--- config.mk ---
export PLATFORM = sky130hd
export DESIGN_NAME = mem_lsu
export DESIGN_NICKNAME = d
export VERILOG_FILES = /design/src/rtl/mem_lsu.sv
export SDC_FILE = /design/constraint.sdc
export NUM_CORES = 1
export LEC_CHECK = 0
export CAP_MARGIN = 20
export CORE_MARGIN = 8
export CORE_UTILIZATION = 35
export CTS_CLUSTER_SIZE = 10
export DETAILED_ROUTE_END_ITERATION = 6
export GPL_ROUTABILITY_DRIVEN = 0
export PLACE_DENSITY = 0.57
export SLEW_MARGIN = 30
export SYNTH_ARGS = -nofsm -noshare
export SYNTH_HDL_FRONTEND = slang
export SYNTH_SLANG_ARGS = --single-unit
export TNS_END_PERCENT = 1
--- constraint.sdc ---
create_clock -name clk -period 2.35 [get_ports clk]
set_input_delay 0.235 -clock clk [delete_from_list [all_inputs] [get_ports clk]]
set_output_delay 0.235 -clock clk [all_outputs]
set_load 0.03 [all_outputs]
--- src/rtl/mem_lsu.sv ---
// rtl/mem_lsu.sv - RV64 load/store unit converting byte requests into doubleword memory accesses
module mem_lsu #(
    parameter int Nbits = 64
) (
    input  logic             clk,
    input  logic             rst_n,
    input  logic             req_valid,
    output logic             req_ready,
    input  logic             req_we,
    input  logic [2:0]       req_funct3,
    input  logic [Nbits-1:0] req_addr,
    input  logic [Nbits-1:0] req_wdata,
    output logic             rsp_valid,
    output logic [Nbits-1:0] rsp_rdata,
    output logic             rsp_err,
    output logic             mem_w_en,
    output logic             mem_r_en,
    output logic [Nbits-1:0] mem_address,
    output logic [Nbits-1:0] mem_w_data,
    input  logic [Nbits-1:0] mem_r_data
);

    typedef enum logic [2:0] {IDLE, LOAD, RMW_RD, WRITE, ERR, RESP} state_t;

    state_t           state, state_n;
    logic             we_q;
    logic [2:0]       f3_q;
    logic [Nbits-1:0] addr_q;
    logic [Nbits-1:0] wdata_q;
    logic [Nbits-1:0] merged_q;

    logic             accept;
    logic             illegal_req;
    logic             misaligned_req;
    logic [5:0]       lane_shift;
    logic [Nbits-1:0] size_mask;
    logic [Nbits-1:0] lane_mask;
    logic [Nbits-1:0] shifted;
    logic [Nbits-1:0] load_ext;
    logic [Nbits-1:0] merged;

    assign accept     = req_valid && (state == IDLE);
    assign lane_shift = {addr_q[2:0], 3'b000};

    // Classify the incoming request before it is latched
    always_comb begin
        illegal_req = req_we ? req_funct3[2] : (req_funct3 == 3'b111);
        case (req_funct3[1:0])
            2'b01:   misaligned_req = req_addr[0];
            2'b10:   misaligned_req = |req_addr[1:0];
            2'b11:   misaligned_req = |req_addr[2:0];
            default: misaligned_req = 1'b0;
        endcase
    end

    // Lane extraction for loads and lane merge for sub-doubleword stores
    always_comb begin
        case (f3_q[1:0])
            2'b00:   size_mask = {{(Nbits-8){1'b0}}, 8'hFF};
            2'b01:   size_mask = {{(Nbits-16){1'b0}}, 16'hFFFF};
            2'b10:   size_mask = {{(Nbits-32){1'b0}}, 32'hFFFF_FFFF};
            default: size_mask = {Nbits{1'b1}};
        endcase
        lane_mask = size_mask << lane_shift;
        shifted   = mem_r_data >> lane_shift;
        merged    = (mem_r_data & ~lane_mask) | ((wdata_q << lane_shift) & lane_mask);
        case (f3_q)
            3'b000:  load_ext = {{(Nbits-8){shifted[7]}}, shifted[7:0]};
            3'b001:  load_ext = {{(Nbits-16){shifted[15]}}, shifted[15:0]};
            3'b010:  load_ext = {{(Nbits-32){shifted[31]}}, shifted[31:0]};
            3'b100:  load_ext = {{(Nbits-8){1'b0}}, shifted[7:0]};
            3'b101:  load_ext = {{(Nbits-16){1'b0}}, shifted[15:0]};
            3'b110:  load_ext = {{(Nbits-32){1'b0}}, shifted[31:0]};
            default: load_ext = shifted;
        endcase
    end

    // State register, request latch and registered response fields
    always_ff @(posedge clk or negedge rst_n) begin
        if (!rst_n) begin
            state     <= IDLE;
            we_q      <= 1'b0;
            f3_q      <= 3'b000;
            addr_q    <= '0;
            wdata_q   <= '0;
            merged_q  <= '0;
            rsp_rdata <= '0;
            rsp_err   <= 1'b0;
        end else begin
            state <= state_n;
            if (accept) begin
                we_q      <= req_we;
                f3_q      <= req_funct3;
                addr_q    <= req_addr;
                wdata_q   <= req_wdata;
                rsp_rdata <= '0;
                rsp_err   <= 1'b0;
            end
            case (state)
                LOAD:    rsp_rdata <= load_ext;
                RMW_RD:  merged_q  <= merged;
                WRITE:   rsp_rdata <= '0;
                ERR: begin
                    rsp_err   <= 1'b1;
                    rsp_rdata <= '0;
                end
                default: ;
            endcase
        end
    end

    // Next-state selection and memory/handshake decode from current state
    always_comb begin
        state_n     = state;
        req_ready   = 1'b0;
        rsp_valid   = 1'b0;
        mem_r_en    = 1'b0;
        mem_w_en    = 1'b0;
        mem_address = '0;
        mem_w_data  = '0;
        case (state)
            IDLE: begin
                req_ready = 1'b1;
                if (req_valid) begin
                    if (illegal_req || misaligned_req) state_n = ERR;
                    else if (!req_we)                  state_n = LOAD;
                    else if (req_funct3[1:0] == 2'b11) state_n = WRITE;
                    else                               state_n = RMW_RD;
                end
            end
            LOAD: begin
                mem_r_en    = 1'b1;
                mem_address = {3'b000, addr_q[Nbits-1:3]};
                state_n     = RESP;
            end
            RMW_RD: begin
                mem_r_en    = 1'b1;
                mem_address = {3'b000, addr_q[Nbits-1:3]};
                state_n     = WRITE;
            end
            WRITE: begin
                mem_w_en    = 1'b1;
                mem_address = {3'b000, addr_q[Nbits-1:3]};
                mem_w_data  = (we_q && f3_q[1:0] == 2'b11) ? wdata_q : merged_q;
                state_n     = RESP;
            end
            ERR:  state_n = RESP;
            RESP: begin
                rsp_valid = 1'b1;
                state_n   = IDLE;
            end
            default: state_n = IDLE;
        endcase
    end

endmodule
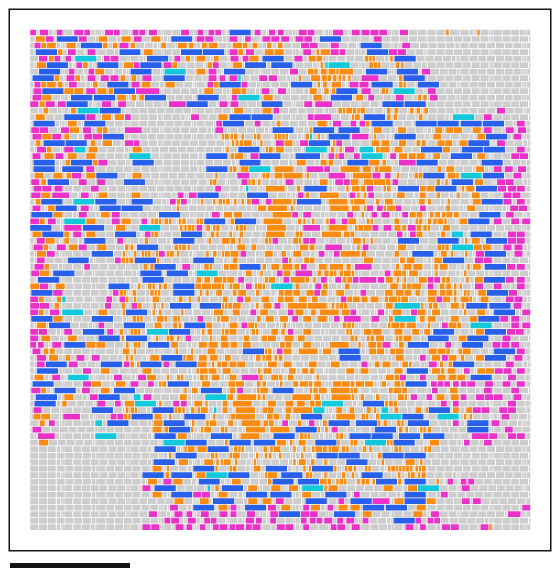
(run_1/placement_by_type.png)
Scale bar: 50 um. Fill, decap, tap and diode cells in gray.
- clock drivers and dummy loads: cyan (cells 49; share of their area 4.8%)
- sequential cells: blue (cells 264; share of their area 32%)
- combinational and other logic: orange (cells 1135; share of their area 40%)
- remaining buffers and delay cells: magenta (cells 518; share of their area 24%)

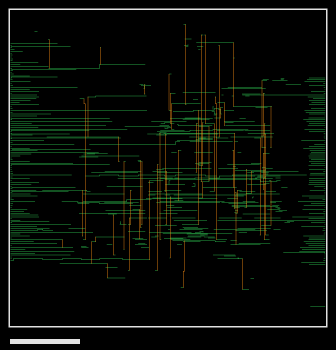
(run_1/wires.png)
Scale bar: 50 um. Only two layers are drawn.
- metal 3: green (wire length 7210 um)
- metal 4: orange (wire length 2280 um)

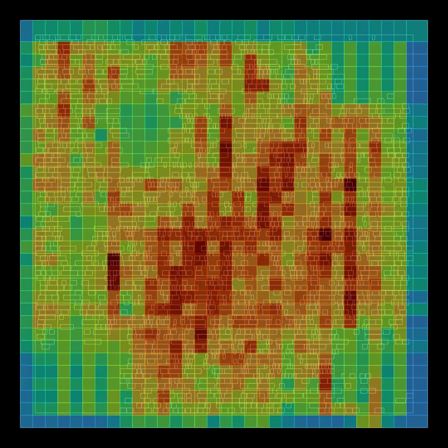
(run_1/congestion.png)
global route hottest layer: met2
final routed wire length divided by cell count: 26.20 um

==> run notes, run 1 <==
The synthesis and place-and-route flow finished, so here is a summary.

The flow ran to the end, but the final reports show violations. The checks that failed: setup timing. The total length of routed wires came out at 67170 um. The final timing report gives a worst setup slack of -0.05502 ns. The total CTS buffers came out at 34. For the finished layout, the period the worst path requires is 2.405 ns.

The remaining antenna violation count is 0. The post-route utilization of the core is recorded as 49.29%. The share of synthesized registers carrying an async set or reset came out at 100.0%. The data arrival at the endpoint of the critical path is 2.17 ns. For this run, the top clock speed supported by timing is 415.8 MHz. The iteration count of the initial detailed-routing pass is 5.

For this run, the final setup violation count is recorded as 51. Sorting the Yosys area breakdown by cell type puts at the top sky130_fd_sc_hd__dfrtp_1. Tracing the worst setup path back leads to its startpoint at state[2]. The post-route worst hold slack came out at 0.1595 ns.

The stage-log warning count is 28. Per the Yosys statistics, synthesis produced 1536 cells. Counting along the longest clock path gives a buffer depth of 3. The placement-stage worst setup slack is -0.08596 ns. The maximum ir drop on the vdd rail came out at 726.6 uV. The register share after synthesis is 42.95%. The number of max-slew violations in the final report came out at 0. According to the timing report, the critical path is captured at mem_w_data[33]. The number of maximum-capacitance violations recorded for the run is 0. The number of instances in the placed design is 2507. STA reports the tightest min-delay check as being of type input port to asynchronous set/reset pin. The number of synthesized register bits is 264. Pin placement for this block handled 396 I/O pins. The maximum fanout along the worst path came out at 55. The final number of hold-violating endpoints is 0.

Sorting the synthesized cells by area gives the leading types as sky130_fd_sc_hd__dfrtp_1, sky130_fd_sc_hd__mux2_2, sky130_fd_sc_hd__mux2i_1.
[run 1: sequential cells by signal (all words and copies together) (netlist names)]
name	count
addr_q	64
f3_q	3
merged_q	64
rsp_err	1
rsp_rdata	64
state	3
wdata_q	64
we_q	1
[run 1: cell usage in the layout, fill, tap and decap left out, drive strengths merged, types with 6 or more instances in the layout]
cell type      count
clkdlybuf4s50    262
mux4              35
o21ai            123
a31oi              8
nand2            269
mux2             145
a211o             10
o22ai             19
a211oi            23
o32ai              8
inv               11
dfrtp            264
mux2i            119
o21a               7
a22oi             16
a2bb2oi           13
buf              251
o211ai             6
diode              6
clkbuf            43
a21oi            107
nor2b             18
a221o             41
nor2              47
and2              78
[run 1: metrics by stage]
step | TNS (ns) | cell area (um^2) | power [W]
2_1_floorplan | 0 | 15390 | 0.01896
3_3_place_gp | -2.277 | 20320 | 0.02555
3_5_place_dp | -2.721 | 20350 | 0.02587
4_1_cts | -2.056 | 21570 | 0.03113
5_1_grt | -5.092 | 21600 | 0.03286
6_report | -0.4975 | 21610 | 0.03122
[run 1: power breakdown]
| group | total [W] | internal (W) | switching (W) |
|---|---|---|---|
| logic | 0.0176 | 0.00798 | 0.00961 |
| clock network | 0.00489 | 0.00284 | 0.00204 |
| registers | 0.00875 | 0.00658 | 0.00216 |
[run 1: critical path, cell delays in order (launching register included)]
cell and delay [ns]:
sky130_fd_sc_hd__dfrtp_1 0.39, sky130_fd_sc_hd__buf_6 0.17, sky130_fd_sc_hd__nand3b_1 0.16, sky130_fd_sc_hd__buf_4 0.20, sky130_fd_sc_hd__buf_12 0.19, sky130_fd_sc_hd__a21oi_2 0.24
sky130_fd_sc_hd__buf_4 0.20
[run 1: cells by family (layout without fill, tap and decap cells)]
family                 count (synthesis)  count (layout)
AND-OR/OR-AND                        393             393
buffers and inverters                148             575
flip-flops                           264             264
multiplexers                         299             299
other                                  1               9
AND/OR/NAND/NOR                      431             432
[run 1: worst min-delay path by stage]
stage / from / end / slack (ns) / depth (start not counted)
floorplan: rst_n / addr_q[0] / -0.06 / 0
global placement: rst_n / merged_q[54] / 0.14 / 1
detailed placement: rst_n / merged_q[54] / 0.14 / 1
CTS: rst_n / merged_q[54] / 0.15 / 2
global route: rst_n / merged_q[39] / 0.18 / 2
finish: rst_n / merged_q[54] / 0.16 / 2
[run 1: cell type report]
class,count,area (um^2)
Clock buffer,43,914.6
Inverter,8,30.03
Sequential cell,264,6615
Timing Repair Buffer,518,4996
Tap cell,592,740.7
Multi-Input combinational cell,1127,8219
Antenna cell,6,15.01
Clock inverter,6,77.57
Fill cell,4111,22230
[run 1: metal layers]
metal  vias up  global-route usage [%]  part of all wire [%]
met1      7121                   33.67                    41
met2       747                   38.87                    45
met4         6                   9.476                   3.4
met5         -                       0                 0.061
met3       134                   8.700                    11
li1       6379                       -                     -
[run 1: repair_timing]
action | 4_1_cts | 5_1_grt
gates resized | 64 | 4
endpoints found under the setup margin | 68 | 134
hold buffers | 1 | 0
pin swaps | 2 | 1
gates cloned | 0 | 1
hold endpoints to repair | 155 | 0
--- run 2 (diff from run 1) ---
--- a/config.mk
+++ b/config.mk
@@ -7,11 +7,11 @@
 export LEC_CHECK = 0
 export CAP_MARGIN = 20
 export CORE_MARGIN = 8
-export CORE_UTILIZATION = 35
+export CORE_UTILIZATION = 50
 export CTS_CLUSTER_SIZE = 10
 export DETAILED_ROUTE_END_ITERATION = 6
 export GPL_ROUTABILITY_DRIVEN = 0
-export PLACE_DENSITY = 0.57
+export PLACE_DENSITY = 0.78
 export SLEW_MARGIN = 30
 export SYNTH_ARGS = -nofsm -noshare
 export SYNTH_HDL_FRONTEND = slang
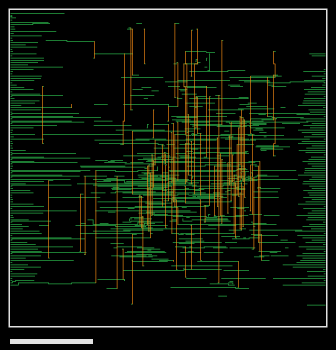
(run_2/wires.png)
Scale bar: 50 um. Only two layers are drawn.
- metal 3: green (wire length 8350 um)
- metal 4: orange (wire length 3100 um)

==> run 2 against run 1 <==
Compared with the run above:
- the run ends with DRC, setup timing left
- die size is 28% lower
- combinational power is 5% lower
- clock skew is 0.0063 ns lower
- synthesized cell count stayed put
- critical path type unchanged
- critical endpoint is now mem_w_data[26]
- largest cell class unchanged
- highest routed layer unchanged
==> run notes, run 2 <==
The synthesis and place-and-route flow finished, so here is a summary.

The library cell used most frequently in the layout, excluding fill and tap cells, is sky130_fd_sc_hd__nand2_1. The total length of routed wires is 59590 um (-11%). The run finished, with violations left. The final critical path time including I/O delays and setup is 2.382 ns (-0.02346 ns). The internal power came out at 0.01642 W (-5.6%). The share of total power in sequential cells is 29.7% (+1.7 points). The routed wirelength normalized by instance count came out at 25.50 um (-2.7%). The setup slack of the critical path after layout is -0.03156 ns (+0.02346 ns).

The number of inserted filler cells in the final layout is 2332 (-43%). The highest achievable clock rate came out at 419.9 MHz (+0.98%). The register share after synthesis is 42.95% (unchanged). The type recorded for the worst min-delay path is input port to asynchronous set/reset pin. The cell type with the highest aggregate area in the netlist is sky130_fd_sc_hd__dfrtp_1. The number of remaining DRC errors came out at 1.

The share of synthesized registers carrying an async set or reset is 100.0% (unchanged). The iteration count of the initial detailed-routing pass came to 7 (+2). The setup-violating endpoint count in the final report is 6 (-88%). The maximum fanout along the worst path is 52 (-5.5%). The final reports fail on DRC, setup timing. The switching share of total power is 44.48% (+0.22 points). The stage-log warning count came out at 28 (unchanged).

The maximum ir drop on the vdd rail came out at 790.4 uV (+8.8%). The data arrival at the endpoint of the critical path is 2.15 ns (-0.02 ns). The max capacitance violation total came out at 0 (unchanged).
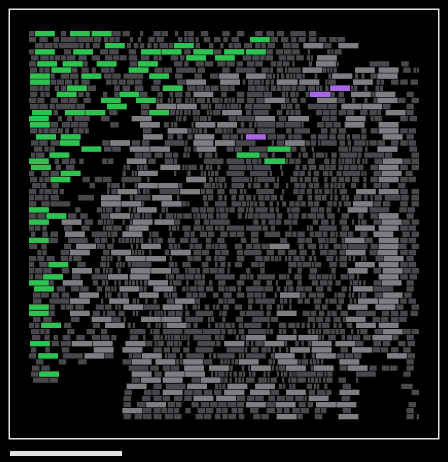
(run_2/flops_by_reg.png)
Scale bar: 50 um. Other sequential cells in the stronger gray, the rest of the logic in the fainter gray.
- addr_q: green (placed flops 64)
- f3_q: purple (placed flops 3)
- not colored: 197
Util after Layout: 68.95%
register area: 6620 um^2
Seq/total area: 31.55%

==> run 2: path summary, 6_finish.rpt <==
check | start | to | slack [ns] | depth (start not counted)
min in group clk | req_wdata[52] | wdata_q[52] | 0.29 | 2
max in group asynchronous | rst_n | merged_q[15] | 1.37 | 3
setup / recovery | state[2] | mem_w_data[26] | -0.03 | 6
setup reg to reg | addr_q[1] | rsp_rdata[60] | 0.03 | 6
hold / removal | rst_n | rsp_rdata[23] | 0.20 | 2
hold reg to reg | merged_q[61] | merged_q[61] | 0.49 | 2
==> run 2: critical path: stages, from the launching register on <==
cell	delay, ns
sky130_fd_sc_hd__dfrtp_2	0.45
sky130_fd_sc_hd__buf_4	0.17
sky130_fd_sc_hd__nand3b_1	0.14
sky130_fd_sc_hd__buf_4	0.18
sky130_fd_sc_hd__buf_12	0.18
sky130_fd_sc_hd__a21oi_1	0.21
sky130_fd_sc_hd__buf_4	0.21
==> run 2: kinds of logic (layout without fill, tap and decap cells) <==
kind of cell / Yosys count / in the layout / share of synthesized area [%]
AND/OR/NAND/NOR: 431 / 431 / 12.51
other: 1 / 5 / 0.02438
multiplexers: 299 / 299 / 23.48
AND-OR/OR-AND: 393 / 393 / 16.47
buffers and inverters: 148 / 549 / 4.563
flip-flops: 264 / 264 / 42.95
==> run 2: timing repair <==
| item | 4_1_cts | 5_1_grt |
|---|---|---|
| hold buffers | 1 | 0 |
| hold endpoints to repair | 45 | 0 |
| pin swaps | 1 | 2 |
| setup endpoints to repair | 128 | 166 |
| gates resized | 35 | 66 |
| buffers inserted | 1 | 3 |
==> run 2: metrics by stage <==
stage          power, W  std cells  cell area [um^2]  setup WS [ns]
2_1_floorplan   0.01896       1538             15390         0.1146
3_3_place_gp    0.02457       2291             19940        -0.1021
3_5_place_dp    0.02496       2291             19940        -0.1071
4_1_cts         0.02915       2332             20820        -0.2197
5_1_grt         0.03107       2336             20980       -0.06574
6_report        0.02958       2337             20980       -0.03156
==> run 2: routing by layer <==
metal / track usage (%) / share of wire (%) / vias up
li1: - / - / 6296
met1: 40.03 / 36 / 6947
met2: 48.84 / 45 / 995
met3: 10.12 / 14 / 222
met4: 13.50 / 5.2 / 6
met5: 0 / 0.070 / -
==> run 2: power by group through the flow <==
stage	clock network [W]	registers (W)	logic, W
finish	0.00414	0.00877	0.0167
global route	0.00441	0.00894	0.0177
CTS	0.00420	0.00864	0.0163
detailed placement	0	0.00868	0.0163
global placement	0	0.00862	0.0160
floorplan	0	0.00826	0.0107
==> run 2: cell type report <==
| cell class | instances | area (um^2) | area share, % |
|---|---|---|---|
| diodes | 2 | 5.005 | 0.02385 |
| clock buffers | 36 | 804.5 | 3.835 |
| clock inverters | 3 | 17.52 | 0.08349 |
| inverters | 8 | 30.03 | 0.1431 |
| multi-input cells | 1126 | 8253 | 39.34 |
| flip-flops and latches | 264 | 6620 | 31.55 |
| well taps | 396 | 495.5 | 2.362 |
| repair buffers | 502 | 4755 | 22.66 |
Power is estimated from default activity; no workload was simulated.
